File: src/rtl/link_pkg.sv
// Shared definitions for the serial link receive buffer: default word width,
// deserializer state encoding and drop-counter width.
package link_pkg;

  localparam int DATA_W_DEF = 16;
  localparam int DROP_W     = 8;

  typedef enum logic {
    ST_IDLE  = 1'b0,
    ST_SHIFT = 1'b1
  } rx_state_t;

endpackage

File: src/rtl/link_rx_buf_if.sv
// Consumer-side word handshake of the link receive buffer.
// Signal names follow the buffer's point of view (o_ = driven by the buffer).
interface link_rx_buf_if #(
  parameter int DATA_W = link_pkg::DATA_W_DEF
);

  logic [DATA_W-1:0] o_data;
  logic              o_vld;
  logic              i_rdy;

  modport master (
    output o_data,
    output o_vld,
    input  i_rdy
  );

  modport slave (
    input  o_data,
    input  o_vld,
    output i_rdy
  );

endinterface

File: src/rtl/sync_fifo.sv
// First-word-fall-through synchronous FIFO; head word is presented combinationally
// and forced to zero while empty. Storage is not reset.
module sync_fifo #(
  parameter  int DATA_W     = 16,
  parameter  int FIFO_DEPTH = 8,
  localparam int PTR_W      = $clog2(FIFO_DEPTH),
  localparam int LVL_W      = PTR_W + 1
) (
  input  logic              sys_clk,
  input  logic              rst_n,
  input  logic              i_push,
  input  logic [DATA_W-1:0] i_push_data,
  input  logic              i_pop,
  output logic [DATA_W-1:0] o_data,
  output logic              o_full,
  output logic              o_empty,
  output logic [LVL_W-1:0]  o_level
);

  logic [DATA_W-1:0] r_mem [FIFO_DEPTH];
  logic [PTR_W-1:0]  r_wptr;
  logic [PTR_W-1:0]  r_rptr;
  logic [LVL_W-1:0]  r_level;
  logic              w_pop;
  logic              w_push;

  assign o_full  = (r_level == LVL_W'(FIFO_DEPTH));
  assign o_empty = (r_level == '0);
  assign o_level = r_level;

  // A pop frees a slot in the same cycle, so a push while full is accepted then.
  assign w_pop  = i_pop & ~o_empty;
  assign w_push = i_push & (~o_full | w_pop);

  assign o_data = o_empty ? '0 : r_mem[r_rptr];

  always_ff @(posedge sys_clk) begin
    if (w_push) begin
      r_mem[r_wptr] <= i_push_data;
    end
  end

  always_ff @(posedge sys_clk or negedge rst_n) begin
    if (!rst_n) begin
      r_wptr  <= '0;
      r_rptr  <= '0;
      r_level <= '0;
    end else begin
      if (w_push) begin
        r_wptr <= r_wptr + PTR_W'(1);
      end
      if (w_pop) begin
        r_rptr <= r_rptr + PTR_W'(1);
      end
      case ({w_push, w_pop})
        2'b10:   r_level <= r_level + LVL_W'(1);
        2'b01:   r_level <= r_level - LVL_W'(1);
        default: r_level <= r_level;
      endcase
    end
  end

endmodule

File: src/rtl/link_rx_buf.sv
// Serial link receiver: deserializes MSB-first frames marked by i_fs and queues
// complete words in a FWFT buffer with sticky overflow/frame-error flags.
//
//   state    | meaning
//   ---------+----------------------------------------------------------
//   ST_IDLE  | waiting for a frame strobe
//   ST_SHIFT | collecting bits; r_cnt counts remaining bits down to 0
module link_rx_buf
  import link_pkg::*;
#(
  parameter  int DATA_W     = DATA_W_DEF,
  parameter  int FIFO_DEPTH = 8,
  localparam int LVL_W      = $clog2(FIFO_DEPTH) + 1
) (
  input  logic               sys_clk,
  input  logic               rst_n,
  input  logic               i_fs,
  input  logic               i_d,
  link_rx_buf_if.master      rx,
  input  logic               i_clr,
  output logic               o_ovf,
  output logic               o_ferr,
  output logic [DROP_W-1:0]  o_drop_cnt,
  output logic [LVL_W-1:0]   o_level
);

  localparam int                CNT_W    = $clog2(DATA_W);
  localparam logic [CNT_W-1:0]  CNT_INIT = CNT_W'(DATA_W - 2);

  rx_state_t         r_state;
  rx_state_t         w_state_nxt;
  logic [CNT_W-1:0]  r_cnt;
  logic [DATA_W-1:0] r_shift;
  logic              r_push;
  logic              w_start;
  logic              w_shift;
  logic              w_done;
  logic              w_ferr_set;
  logic              w_full;
  logic              w_empty;
  logic              w_pop;
  logic              w_drop;

  always_ff @(posedge sys_clk or negedge rst_n) begin
    if (!rst_n) begin
      r_state <= ST_IDLE;
    end else begin
      r_state <= w_state_nxt;
    end
  end

  always_comb begin
    w_state_nxt = r_state;
    case (r_state)
      ST_IDLE: begin
        if (i_fs) begin
          w_state_nxt = ST_SHIFT;
        end
      end
      ST_SHIFT: begin
        if (i_fs) begin
          w_state_nxt = ST_SHIFT;
        end else if (r_cnt == '0) begin
          w_state_nxt = ST_IDLE;
        end
      end
      default: w_state_nxt = ST_IDLE;
    endcase
  end

  // A strobe inside a frame (including on the expected LSB cycle) restarts.
  always_comb begin
    w_start    = 1'b0;
    w_shift    = 1'b0;
    w_done     = 1'b0;
    w_ferr_set = 1'b0;
    case (r_state)
      ST_IDLE: begin
        w_start = i_fs;
      end
      ST_SHIFT: begin
        if (i_fs) begin
          w_start    = 1'b1;
          w_ferr_set = 1'b1;
        end else begin
          w_shift = 1'b1;
          w_done  = (r_cnt == '0);
        end
      end
      default: ;
    endcase
  end

  // r_shift still holds the finished word on the push cycle, even if a new
  // frame loads it on that same edge.
  always_ff @(posedge sys_clk or negedge rst_n) begin
    if (!rst_n) begin
      r_cnt   <= '0;
      r_shift <= '0;
      r_push  <= 1'b0;
    end else begin
      r_push <= w_done;
      if (w_start) begin
        r_shift <= {{(DATA_W-1){1'b0}}, i_d};
        r_cnt   <= CNT_INIT;
      end else if (w_shift) begin
        r_shift <= {r_shift[DATA_W-2:0], i_d};
        if (!w_done) begin
          r_cnt <= r_cnt - CNT_W'(1);
        end
      end
    end
  end

  assign rx.o_vld = ~w_empty;
  assign w_pop    = rx.o_vld & rx.i_rdy;
  assign w_drop   = r_push & w_full & ~w_pop;

  sync_fifo #(
    .DATA_W     (DATA_W),
    .FIFO_DEPTH (FIFO_DEPTH)
  ) u_fifo (
    .sys_clk     (sys_clk),
    .rst_n       (rst_n),
    .i_push      (r_push),
    .i_push_data (r_shift),
    .i_pop       (w_pop),
    .o_data      (rx.o_data),
    .o_full      (w_full),
    .o_empty     (w_empty),
    .o_level     (o_level)
  );

  always_ff @(posedge sys_clk or negedge rst_n) begin
    if (!rst_n) begin
      o_ovf      <= 1'b0;
      o_ferr     <= 1'b0;
      o_drop_cnt <= '0;
    end else if (i_clr) begin
      o_ovf      <= 1'b0;
      o_ferr     <= 1'b0;
      o_drop_cnt <= '0;
    end else begin
      if (w_drop) begin
        o_ovf <= 1'b1;
        if (o_drop_cnt != '1) begin
          o_drop_cnt <= o_drop_cnt + DROP_W'(1);
        end
      end
      if (w_ferr_set) begin
        o_ferr <= 1'b1;
      end
    end
  end

endmodule

File: src/flat_wrapper.sv
// flat-port wrapper written by rule: the top's interface ports become plain ports
module link_rx_buf_flat import link_pkg::*;
#(
  parameter  int DATA_W     = DATA_W_DEF,
  parameter  int FIFO_DEPTH = 8,
  localparam int LVL_W      = $clog2(FIFO_DEPTH) + 1
)
  (sys_clk, rst_n, i_fs, i_d, i_clr, o_ovf, o_ferr, o_drop_cnt, o_level, rx_o_data, rx_o_vld, rx_i_rdy);
  link_rx_buf_if #(.DATA_W(DATA_W)) rx_i ();
  input  logic sys_clk;
  input  logic rst_n;
  input  logic i_fs;
  input  logic i_d;
  input  logic i_clr;
  output logic o_ovf;
  output logic o_ferr;
  output logic [DROP_W-1:0] o_drop_cnt;
  output logic [LVL_W-1:0] o_level;
  output wire logic [$bits(rx_i.o_data)-1:0] rx_o_data;
  output wire logic [$bits(rx_i.o_vld)-1:0] rx_o_vld;
  input wire logic [$bits(rx_i.i_rdy)-1:0] rx_i_rdy;
  assign rx_o_data = rx_i.o_data;
  assign rx_o_vld = rx_i.o_vld;
  assign rx_i.i_rdy = rx_i_rdy;
  link_rx_buf #(.DATA_W(DATA_W), .FIFO_DEPTH(FIFO_DEPTH)) u_core (.sys_clk(sys_clk), .rst_n(rst_n), .i_fs(i_fs), .i_d(i_d), .rx(rx_i), .i_clr(i_clr), .o_ovf(o_ovf), .o_ferr(o_ferr), .o_drop_cnt(o_drop_cnt), .o_level(o_level));
endmodule
File: config.mk
export PLATFORM = sky130hd
export DESIGN_NAME = link_rx_buf_flat
export DESIGN_NICKNAME = d
export VERILOG_FILES = /design/src/rtl/link_pkg.sv /design/src/rtl/link_rx_buf_if.sv /design/src/rtl/sync_fifo.sv /design/src/rtl/link_rx_buf.sv /design/src/flat_wrapper.sv
export SDC_FILE = /design/constraint.sdc
export NUM_CORES = 1
export LEC_CHECK = 0
export CORE_ASPECT_RATIO = 2
export CORE_UTILIZATION = 50
export CTS_CLUSTER_SIZE = 24
export DETAILED_ROUTE_END_ITERATION = 8
export PLACE_DENSITY = 0.8
export SLEW_MARGIN = 20
export SYNTH_ARGS = -nofsm -noshare
export SYNTH_HDL_FRONTEND = slang
export SYNTH_SLANG_ARGS = --single-unit
File: constraint.sdc
create_clock -name sys_clk -period 2.65 [get_ports sys_clk]
set_input_delay 0.53 -clock sys_clk [delete_from_list [all_inputs] [get_ports sys_clk]]
set_output_delay 0.53 -clock sys_clk [all_outputs]
set_load 0.02 [all_outputs]
==> impl_metrics.py, run 1 <==
# Metrics from the implementation run
metrics = {
    "grt": {
        "use_met2_pct": 38.5,
        "met3_usage_pct": 4.85,
        "grt_overflow_total": 0,
        "grt_pass1_vias": 4032,
        "grt_pass1_wl_mm": 21.7,
        "antenna_found_initial": 0,
        "grt_max_degree": 31,
        "grt_util_all_layers_pct": 20.9,
        "grt-busiest-layer": "met2",
    },
    "critical_path": {
        "r2r_end": "u_core.u_fifo.o_level[1]",
        "slowest_stage": "mux4_2",
        "critPathCaptureType": "output pin",
        "setup.worst_path.start": "u_core.u_fifo.r_rptr[0]",
        "r2r_start": "u_core.u_fifo.o_level[1]",
        "critPathBufInv": 2,
        "path_cells": "buf_12 > mux4_2 > mux2i_1 > nor2_1 > dlygate4sd2_1",
        "cp.depth": 5,
        "rrSetupSlack_ps": 310,
        "worstPathRequired_ps": 2120,
        "start_kind": "flop",
        "crit_arrival_ps": 2070,
        "crit_path_max_incr_delay_ps": 510,
        "r2r_cells": 7,
        "worst-setup-path-type": "reg2out",
        "path_max_fanout": 8,
        "crit_path_end": "rx_o_data[4]",
        "crit_family": "multiplexers",
    },
    "placed_design": {
        "place_area_mm2": 0.00764,
        "dpl.cell_count": 596,
        "place_ws_ps": 136,
        "hpwl_mm": 8.77,
        "gp_routability_congestion": 0.824,
    },
    "cts": {
        "cts.path.max_buffers": 2,
        "post_cts_buffers": 3,
        "cts_resized": 51,
        "clock_sinks": 170,
        "cts_max_level": 4,
        "cts_inserted_buffers": 17,
        "holdBufCountCts": 0,
        "clockRootBuffer": "clkbuf_16",
        "cts.clk_slew.worst_paths_ps": 60,
        "tritoncts": "yes",
    },
    "final_layout": {
        "num_antenna_cells": 0,
        "seq_cells": 170,
        "clkbuf_count": 18,
        "clk_share_pct": 7.14,
        "lay_top_count": "edfxtp_1",
        "num-nonclk-inverters": 4,
        "fillCellCount": 937,
        "regMostFlops": "u_core.u_fifo.r_mem",
        "mi_logic_area_mm2": 0.00193,
        "final_net_count": 477,
        "areaGrowthSynthToFinish_pct": 20.0,
        "comb_area_share_pct": 23.3,
        "nMultiInputCombCells": 202,
        "buf_share_pct": 7.91,
        "stdcell_count": 633,
        "seq_area_share_pct": 59.2,
        "dominant_cells": "sequential cells",
        "reg_top3": "u_core.u_fifo.r_mem (128), u_core.r_shift (16), u_core.o_drop_cnt (8)",
        "seqCellArea_mm2": 0.00490,
        "num-nonclk-buffers": 70,
        "drive_gt1_share_pct": 26.2,
        "final_cell_mix": "edfxtp_1 (128), nor2_1 (47), dfrtp_1 (41), mux4_2 (32), mux2i_1 (29)",
        "stdcell_area_mm2": 0.00828,
        "largest_reg_flops": 128,
    },
    "route": {
        "top_layer_used": "met4",
        "route.met3.wl_um": 520,
        "viasPerCell": 5.89,
        "m1WireLength_mm": 4.93,
        "drt-pass1-iter-count": 4,
        "ant_nets": 0,
        "drc": 0,
        "wl_met2_mm": 8.16,
        "wl_per_cell_um": 21.9,
        "drtIter0Drc": 243,
    },
    "logic_synthesis": {
        "synth_cells": 396,
        "yosys_warnings": 0,
        "yosys-top-cells-area": "edfxtp_1 (56%), dfrtp_1 (15%), mux4_2 (10%)",
        "top_area_cell": "edfxtp_1",
        "synth-seq-area-share_pct": 71.0,
        "synth_chip_area_mm2": 0.00690,
        "syn-cell-area_mm2": 0.00690,
        "synthTopCellsByCount": "edfxtp_1 (128), nor2_1 (47), dfrtp_1 (42)",
        "adder_share_pct": 1.09,
        "synth_flop_count": 170,
        "ys_sh_mux_pct": 15.6,
        "ys_sh_simple_pct": 6.40,
        "synth.net_count": 408,
        "async_flop_share_pct": 24.7,
        "synth_area_per_cell_um2": 17.4,
        "post-synth-top-count-cell": "edfxtp_1",
        "ff_type": "edfxtp_1",
        "synthDistinctLibCells": 42,
        "top_logic_kind": "multiplexers",
        "yosys-stat-cells": 396,
        "synthAoiAreaFrac_pct": 2.90,
        "top_area_share_pct": 55.7,
        "synth-edff-count": 128,
        "xor_share_pct": 1.40,
    },
    "final_timing": {
        "final_max_slew_viol_count": 0,
        "fin_crit_sh_pct": 98.1,
        "worst_slack_ps": 51.1,
        "whs_ps": 94.1,
        "fmax_ghz": 0.385,
        "worstMarginPinSlew_ps": 548,
        "max_slew_margin_pct": 63.4,
        "setup-tns-final_ps": 0,
        "setup_violations": 0,
        "rsz0062_at_grt": "true",
        "fin_crit_ps": 2600,
        "hold_viol_final": 0,
        "finClkSkew_ps": 8.13,
    },
    "floorplan": {
        "tap_cells": 155,
        "initCoreUtil_pct": 51.3,
        "coreArea_mm2": 0.0134,
        "num_rows": 60,
        "die_area_mm2": 0.0143,
        "ios": 37,
    },
    "pwr": {
        "top_power_group": "registers",
        "pg_clk_mw": 2.45,
        "intPower_mw": 5.51,
        "ir_drop_v": 0.000617,
        "p_switching_mw": 2.35,
        "p_leak_nw": 3.14,
        "finalPower_mw": 7.86,
        "pg_comb_mw": 2.39,
        "p_sw_share_pct": 29.9,
        "seq_power_share_pct": 38.4,
        "power.density_mw_per_mm2": 949,
        "seq-power_mw": 3.02,
        "p_comb_share_pct": 30.4,
    },
    "min_path": {
        "hold_path.class": "in2async",
    },
    "flow_run": {
        "warnings": 29,
        "maxCapViolCount": 0,
    },
    "status": {
        "outcome": "finished, final reports clean",
    },
}
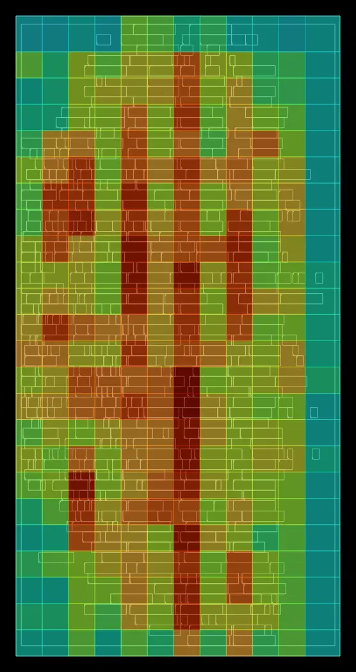
Fig. 1. Routing congestion (run 1).
grt met1 use: 21.9%
fin util: 61.6%

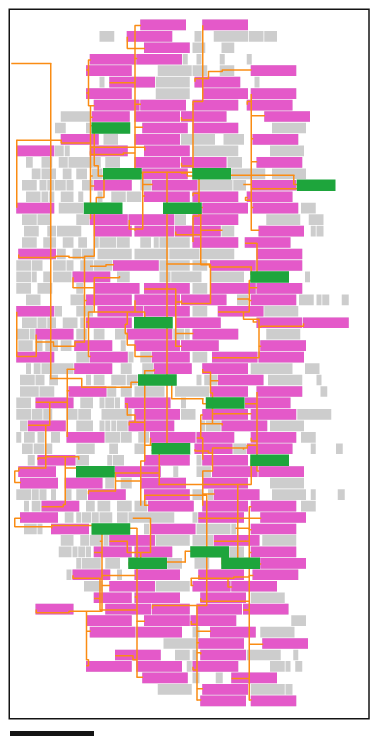
Fig. 2. Routed clock nets over the placement (run 1).
The bar under the picture is 20 µm long.
Key: flip-flops = magenta [count 170]; clock wires = orange [length 1760 µm]; clock-net drivers = green [count 17]
There are 18 routed clock nets.
Clk pwr share: 31.2%
worst skew pair latency: 420 ps

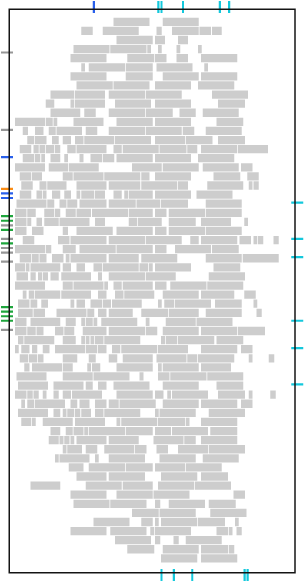
Fig. 3. Pin map (run 1).
Pins as bars across the die edge, other pins in grey.
Key: o_level = blue [pins 4, direction output, edge 3 left, 1 top]; rx_o_vld = orange [pins 1, direction output, edge left]; rx_o_data = cyan [pins 16, direction output, edge 6 right, 5 top, 5 bottom]; o_drop_cnt = green [pins 8, direction output, edge left]
All pins by edge: 20 left, 6 top, 6 right, 5 bottom.
PortBufs: 36
Die Wd: 85.0 µm
Die Ht: 168 µm

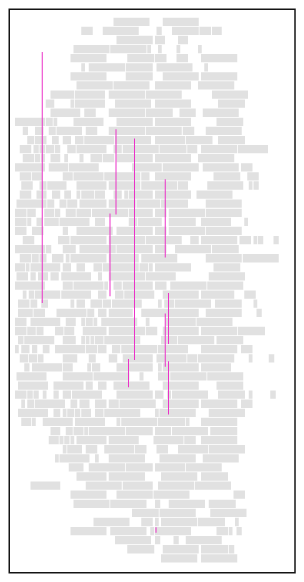
Fig. 4. The metal 4 layer (run 1).
The layer carries 269 µm of wire. The layer holds 1.9% of the routed length.
total number of vias: 3726
final wirelength: 13.9 mm

==> run 2: changes to the inputs <==
==> constraint.sdc (replaced) <==
create_clock -name sys_clk -period 2.65 [get_ports sys_clk]
set_input_delay 0.6625 -clock sys_clk [delete_from_list [all_inputs] [get_ports sys_clk]]
set_output_delay 0.6625 -clock sys_clk [all_outputs]
set_load 0.02 [all_outputs]
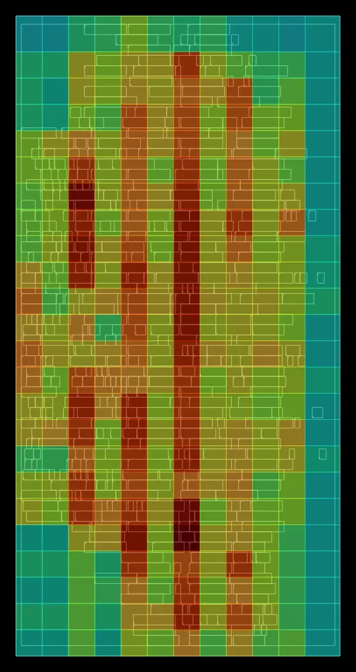
Fig. 5. Routing congestion (run 2).
WL/cell: 21.4 µm
met2 usage: 40.1%
GRT Util Overall: 21.0%

==> run 2 against run 1 <==
Compared with the run above: the run now ends with negative setup slack left; hold slack better by 220 ps; total power is 1.2% lower; fmax is 2.7% lower; core utilization is 0.12 points higher; global-route usage hardly changed; synthesized area stayed put; critical path depth is 1 higher; sequential share of layout area is 0.12 points lower; register-to-register slack better by 110 ps.
==> impl_metrics.py, run 2 <==
# Metrics from the implementation run
metrics = {
    "logic_synthesis": {
        "ys_sh_mux_pct": 15.6,
        "async_flop_share_pct": 24.7,
        "top_area_cell": "edfxtp_1",
        "top_area_share_pct": 55.7,
        "top_logic_kind": "multiplexers",
        "adder_share_pct": 1.09,
        "synthDistinctLibCells": 42,
        "yosys-stat-cells": 396,
        "post-synth-top-count-cell": "edfxtp_1",
        "yosys-top-cells-area": "edfxtp_1 (56%), dfrtp_1 (15%), mux4_2 (10%)",
        "yosys_warnings": 0,
        "synth_flop_count": 170,
        "synth.net_count": 408,
        "ff_type": "edfxtp_1",
        "synth-seq-area-share_pct": 71.0,
    },
    "grt": {
        "met3_usage_pct": 4.02,
        "antenna_found_initial": 0,
        "grt_max_degree": 43,
    },
    "status": {
        "outcome": "complete, but fails checks",
        "violations": "negative setup slack",
    },
    "critical_path": {
        "r2r_start": "u_core.u_fifo.o_level[1]",
        "crit_path_max_incr_delay_ps": 480,
        "r2r_cells": 8,
        "path_max_fanout": 8,
        "crit_family": "multiplexers",
        "path_cells": "buf_12 > buf_12 > mux4_2 > mux2i_1 > nor2_1 > buf_2",
        "crit_path_end": "rx_o_data[6]",
    },
    "route": {
        "route.met3.wl_um": 341,
        "m1WireLength_mm": 5.08,
        "drt-pass1-iter-count": 4,
        "drc": 0,
        "viasPerCell": 5.76,
    },
    "final_layout": {
        "final_net_count": 489,
        "buf_share_pct": 8.69,
        "fillCellCount": 905,
        "dominant_cells": "sequential cells",
        "lay_top_count": "edfxtp_1",
        "final_util_pct": 61.7,
        "reg_top3": "u_core.u_fifo.r_mem (128), u_core.r_shift (16), u_core.o_drop_cnt (8)",
        "stdcell_count": 645,
        "areaGrowthSynthToFinish_pct": 20.2,
        "final_cell_mix": "edfxtp_1 (128), nor2_1 (46), dfrtp_1 (41), buf_4 (38), mux4_2 (32)",
        "num-nonclk-buffers": 82,
        "clkbuf_count": 19,
        "comb_area_share_pct": 23.1,
        "seq_cells": 170,
    },
    "flow_run": {
        "warnings": 29,
    },
    "pwr": {
        "ir_drop_v": 0.000575,
        "p_leak_nw": 3.17,
        "p_sw_share_pct": 29.9,
        "p_comb_share_pct": 31.6,
        "intPower_mw": 5.45,
        "p_switching_mw": 2.32,
        "finalPower_mw": 7.76,
        "pg_clk_mw": 2.31,
        "pg_comb_mw": 2.45,
        "seq_power_share_pct": 38.7,
    },
    "floorplan": {
        "die_area_mm2": 0.0143,
        "coreArea_mm2": 0.0134,
        "ios": 37,
        "die_w_um": 85.0,
        "tap_cells": 155,
    },
    "final_timing": {
        "fin_crit_sh_pct": 101,
        "worstMarginPinSlew_ps": 565,
        "setup-tns-final_ps": -75.6,
        "setup_violations": 9,
        "max_slew_margin_pct": 62.3,
        "fmax_ghz": 0.374,
        "rsz0062_at_grt": "true",
        "worst_slack_ps": -20.5,
    },
    "placed_design": {
        "dpl.cell_count": 603,
        "place_area_mm2": 0.00768,
        "place_ws_ps": -3.86,
        "portBuffers": 36,
    },
    "cts": {
        "clock_sinks": 170,
        "insertion_delay_ps": 420,
        "cts.clk_slew.worst_paths_ps": 60,
        "cts.path.max_buffers": 2,
        "cts_resized": 69,
    },
    "min_path": {
        "hold_path.class": "in2async",
    },
}
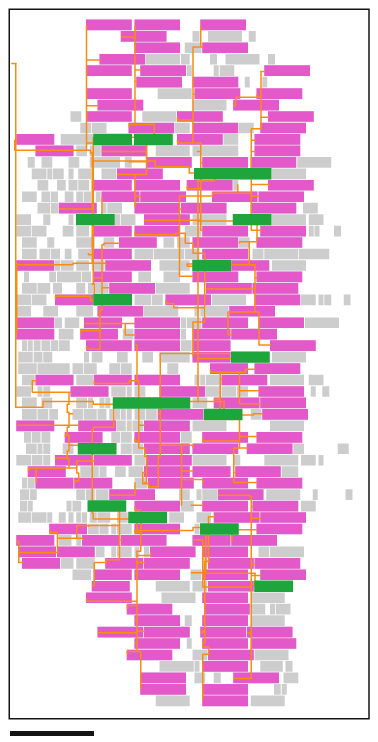
Fig. 6. Routed clock nets over the placement (run 2).
The bar under the picture is 20 µm long.
Key: flip-flops = magenta [count 170]; clock-net drivers = green [count 17]; clock wires = orange [length 1710 µm]
There are 18 routed clock nets.
clk_skew: 8.96 ps
Clk pwr share: 29.7%

==> run 3: changes to the inputs <==
--- a/config.mk
+++ b/config.mk
@@ -10,6 +10,7 @@
 export CTS_CLUSTER_SIZE = 24
 export DETAILED_ROUTE_END_ITERATION = 8
 export PLACE_DENSITY = 0.8
+export SETUP_SLACK_MARGIN = 0.1
 export SLEW_MARGIN = 20
 export SYNTH_ARGS = -nofsm -noshare
 export SYNTH_HDL_FRONTEND = slang
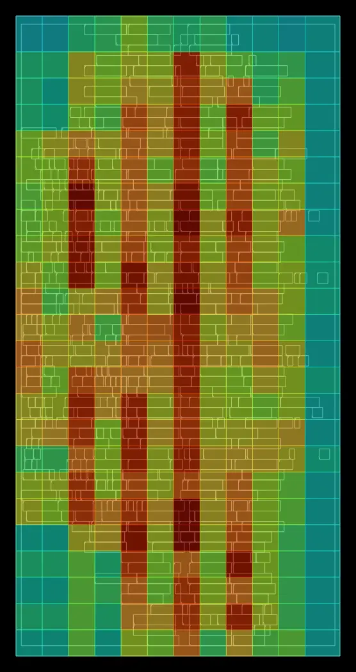
Fig. 7. Routing congestion (run 3).
WL/cell: 21.6 µm
GRT Util Overall: 21.2%

==> run 3 against run 2 <==
Compared with the run above: the run still ends with negative setup slack left; routed wire length rose by 0.58%; synthesized cell count did not move; total power rose by 0.77%; fmax fell by 1.1%; hold slack got worse by 6.7 ps; sequential cell count did not move; clock skew fell by 1.1 ps; sequential power barely moved; clock-buffer cell count did not move; register-to-register slack barely moved; setup slack got worse by 29 ps; sequential share of layout area fell by 0.14 points; critical path type unchanged; largest cell class unchanged; largest power group unchanged.
==> impl_metrics.py, run 3 <==
# Metrics from the implementation run
metrics = {
    "status": {
        "outcome": "complete, but fails checks",
        "violations": "negative setup slack",
    },
    "logic_synthesis": {
        "synthAoiAreaFrac_pct": 2.90,
        "top_area_cell": "edfxtp_1",
        "async_flop_share_pct": 24.7,
        "syn-cell-area_mm2": 0.00690,
        "yosys_warnings": 0,
        "top_logic_kind": "multiplexers",
        "synth-seq-area-share_pct": 71.0,
        "ys_sh_mux_pct": 15.6,
        "ff_type": "edfxtp_1",
        "synth_cells": 396,
        "yosys-stat-cells": 396,
        "ys_sh_simple_pct": 6.40,
        "synth_chip_area_mm2": 0.00690,
        "synth_area_per_cell_um2": 17.4,
        "synthDistinctLibCells": 42,
        "adder_share_pct": 1.09,
        "top_area_share_pct": 55.7,
        "post-synth-top-count-cell": "edfxtp_1",
        "synth.net_count": 408,
        "synth_flop_count": 170,
        "yosys-top-cells-area": "edfxtp_1 (56%), dfrtp_1 (15%), mux4_2 (10%)",
        "synthTopCellsByCount": "edfxtp_1 (128), nor2_1 (47), dfrtp_1 (42)",
    },
    "final_layout": {
        "num-nonclk-buffers": 81,
        "num-nonclk-inverters": 4,
        "areaGrowthSynthToFinish_pct": 20.5,
        "dominant_cells": "sequential cells",
        "seq_cells": 170,
        "stdcell_area_mm2": 0.00831,
        "final_util_pct": 61.9,
        "reg_top3": "u_core.u_fifo.r_mem (128), u_core.r_shift (16), u_core.o_drop_cnt (8)",
        "num_antenna_cells": 0,
        "final_net_count": 488,
        "final_cell_mix": "edfxtp_1 (128), nor2_1 (47), buf_4 (43), dfrtp_1 (41), mux4_2 (32)",
        "lay_top_count": "edfxtp_1",
        "buf_share_pct": 8.94,
        "clk_share_pct": 6.65,
        "seqCellArea_mm2": 0.00490,
        "regMostFlops": "u_core.u_fifo.r_mem",
        "comb_area_share_pct": 23.0,
        "drive_gt1_share_pct": 27.8,
        "fillCellCount": 909,
        "stdcell_count": 644,
        "largest_reg_flops": 128,
        "clkbuf_count": 19,
        "seq_area_share_pct": 58.9,
        "nMultiInputCombCells": 202,
    },
    "final_timing": {
        "worstMarginPinSlew_ps": 573,
        "fmax_ghz": 0.370,
        "worst_slack_ps": -49.4,
        "fin_crit_sh_pct": 102,
        "fin_crit_ps": 2700,
        "final_max_slew_viol_count": 0,
        "whs_ps": 307,
        "max_slew_margin_pct": 61.8,
        "hold_viol_final": 0,
        "setup_violations": 6,
        "rsz0062_at_grt": "true",
        "setup-tns-final_ps": -194,
    },
    "critical_path": {
        "slowest_stage": "mux4_2",
        "start_kind": "flop",
        "crit_arrival_ps": 2040,
        "critPathCaptureType": "output pin",
        "r2r_start": "u_core.u_fifo.o_level[1]",
        "worstPathRequired_ps": 1990,
        "setup.worst_path.start": "u_core.u_fifo.r_rptr[0]",
        "r2r_cells": 8,
        "crit_path_max_incr_delay_ps": 510,
        "crit_family": "multiplexers",
        "crit_path_end": "rx_o_data[11]",
        "path_max_fanout": 6,
        "path_cells": "buf_6 > buf_16 > mux4_2 > mux2i_1 > nor2_1 > buf_4",
        "worst-setup-path-type": "reg2out",
        "rrSetupSlack_ps": 420,
        "r2r_end": "u_core.u_fifo.o_level[1]",
        "critPathBufInv": 3,
        "cp.depth": 6,
    },
    "cts": {
        "post_cts_buffers": 7,
        "cts_resized": 77,
        "holdBufCountCts": 0,
        "cts_inserted_buffers": 17,
        "cts.path.max_buffers": 2,
        "clock_sinks": 170,
        "cts_max_level": 4,
        "tritoncts": "yes",
        "cts.clk_slew.worst_paths_ps": 60,
        "clockRootBuffer": "clkbuf_16",
        "insertion_delay_ps": 420,
    },
    "pwr": {
        "p_leak_nw": 3.17,
        "finalPower_mw": 7.82,
        "p_comb_share_pct": 32.3,
        "ir_drop_v": 0.000575,
        "seq_power_share_pct": 38.3,
        "p_switching_mw": 2.33,
        "seq-power_mw": 3.00,
        "power.density_mw_per_mm2": 941,
        "pg_comb_mw": 2.52,
        "p_sw_share_pct": 29.8,
        "top_power_group": "registers",
        "intPower_mw": 5.49,
    },
    "placed_design": {
        "place_ws_ps": -3.86,
        "gp_routability_congestion": 0.768,
        "hpwl_mm": 9.01,
        "dpl.cell_count": 603,
        "place_area_mm2": 0.00768,
        "portBuffers": 36,
    },
    "grt": {
        "grt-busiest-layer": "met2",
        "use_met2_pct": 40.2,
        "grt_pass1_vias": 4034,
        "met3_usage_pct": 4.07,
        "grtUsageMet1_pct": 21.9,
        "grt_overflow_total": 0,
        "grt_pass1_wl_mm": 21.9,
        "grt_max_degree": 43,
        "antenna_found_initial": 0,
    },
    "route": {
        "ant_nets": 0,
        "vias": 3739,
        "wl_met2_mm": 8.17,
        "viasPerCell": 5.81,
        "drc": 0,
        "wirelength_mm": 13.9,
        "route.met3.wl_um": 477,
        "drt-pass1-iter-count": 4,
        "drtIter0Drc": 273,
        "m1WireLength_mm": 4.87,
        "top_layer_used": "met4",
    },
    "flow_run": {
        "warnings": 29,
        "maxCapViolCount": 0,
    },
    "floorplan": {
        "tap_cells": 155,
        "num_rows": 60,
        "die_area_mm2": 0.0143,
        "coreArea_mm2": 0.0134,
        "die_h_um": 168,
        "die_w_um": 85.0,
        "ios": 37,
        "initCoreUtil_pct": 51.3,
    },
    "min_path": {
        "hold_path.class": "in2async",
    },
}
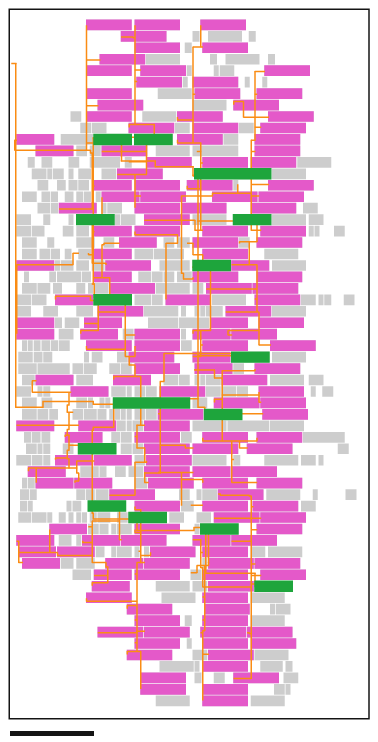
Fig. 8. Routed clock nets over the placement (run 3).
The bar under the picture is 20 µm long.
Key: clock wires = orange [length 1700 µm]; clock-net drivers = green [count 17]; flip-flops = magenta [count 170]
There are 18 routed clock nets.
clock group power: 2.31 mW
clk_skew: 7.82 ps
Clk pwr share: 29.5%

No activity file was given, so power comes from the tool's default toggle rates.
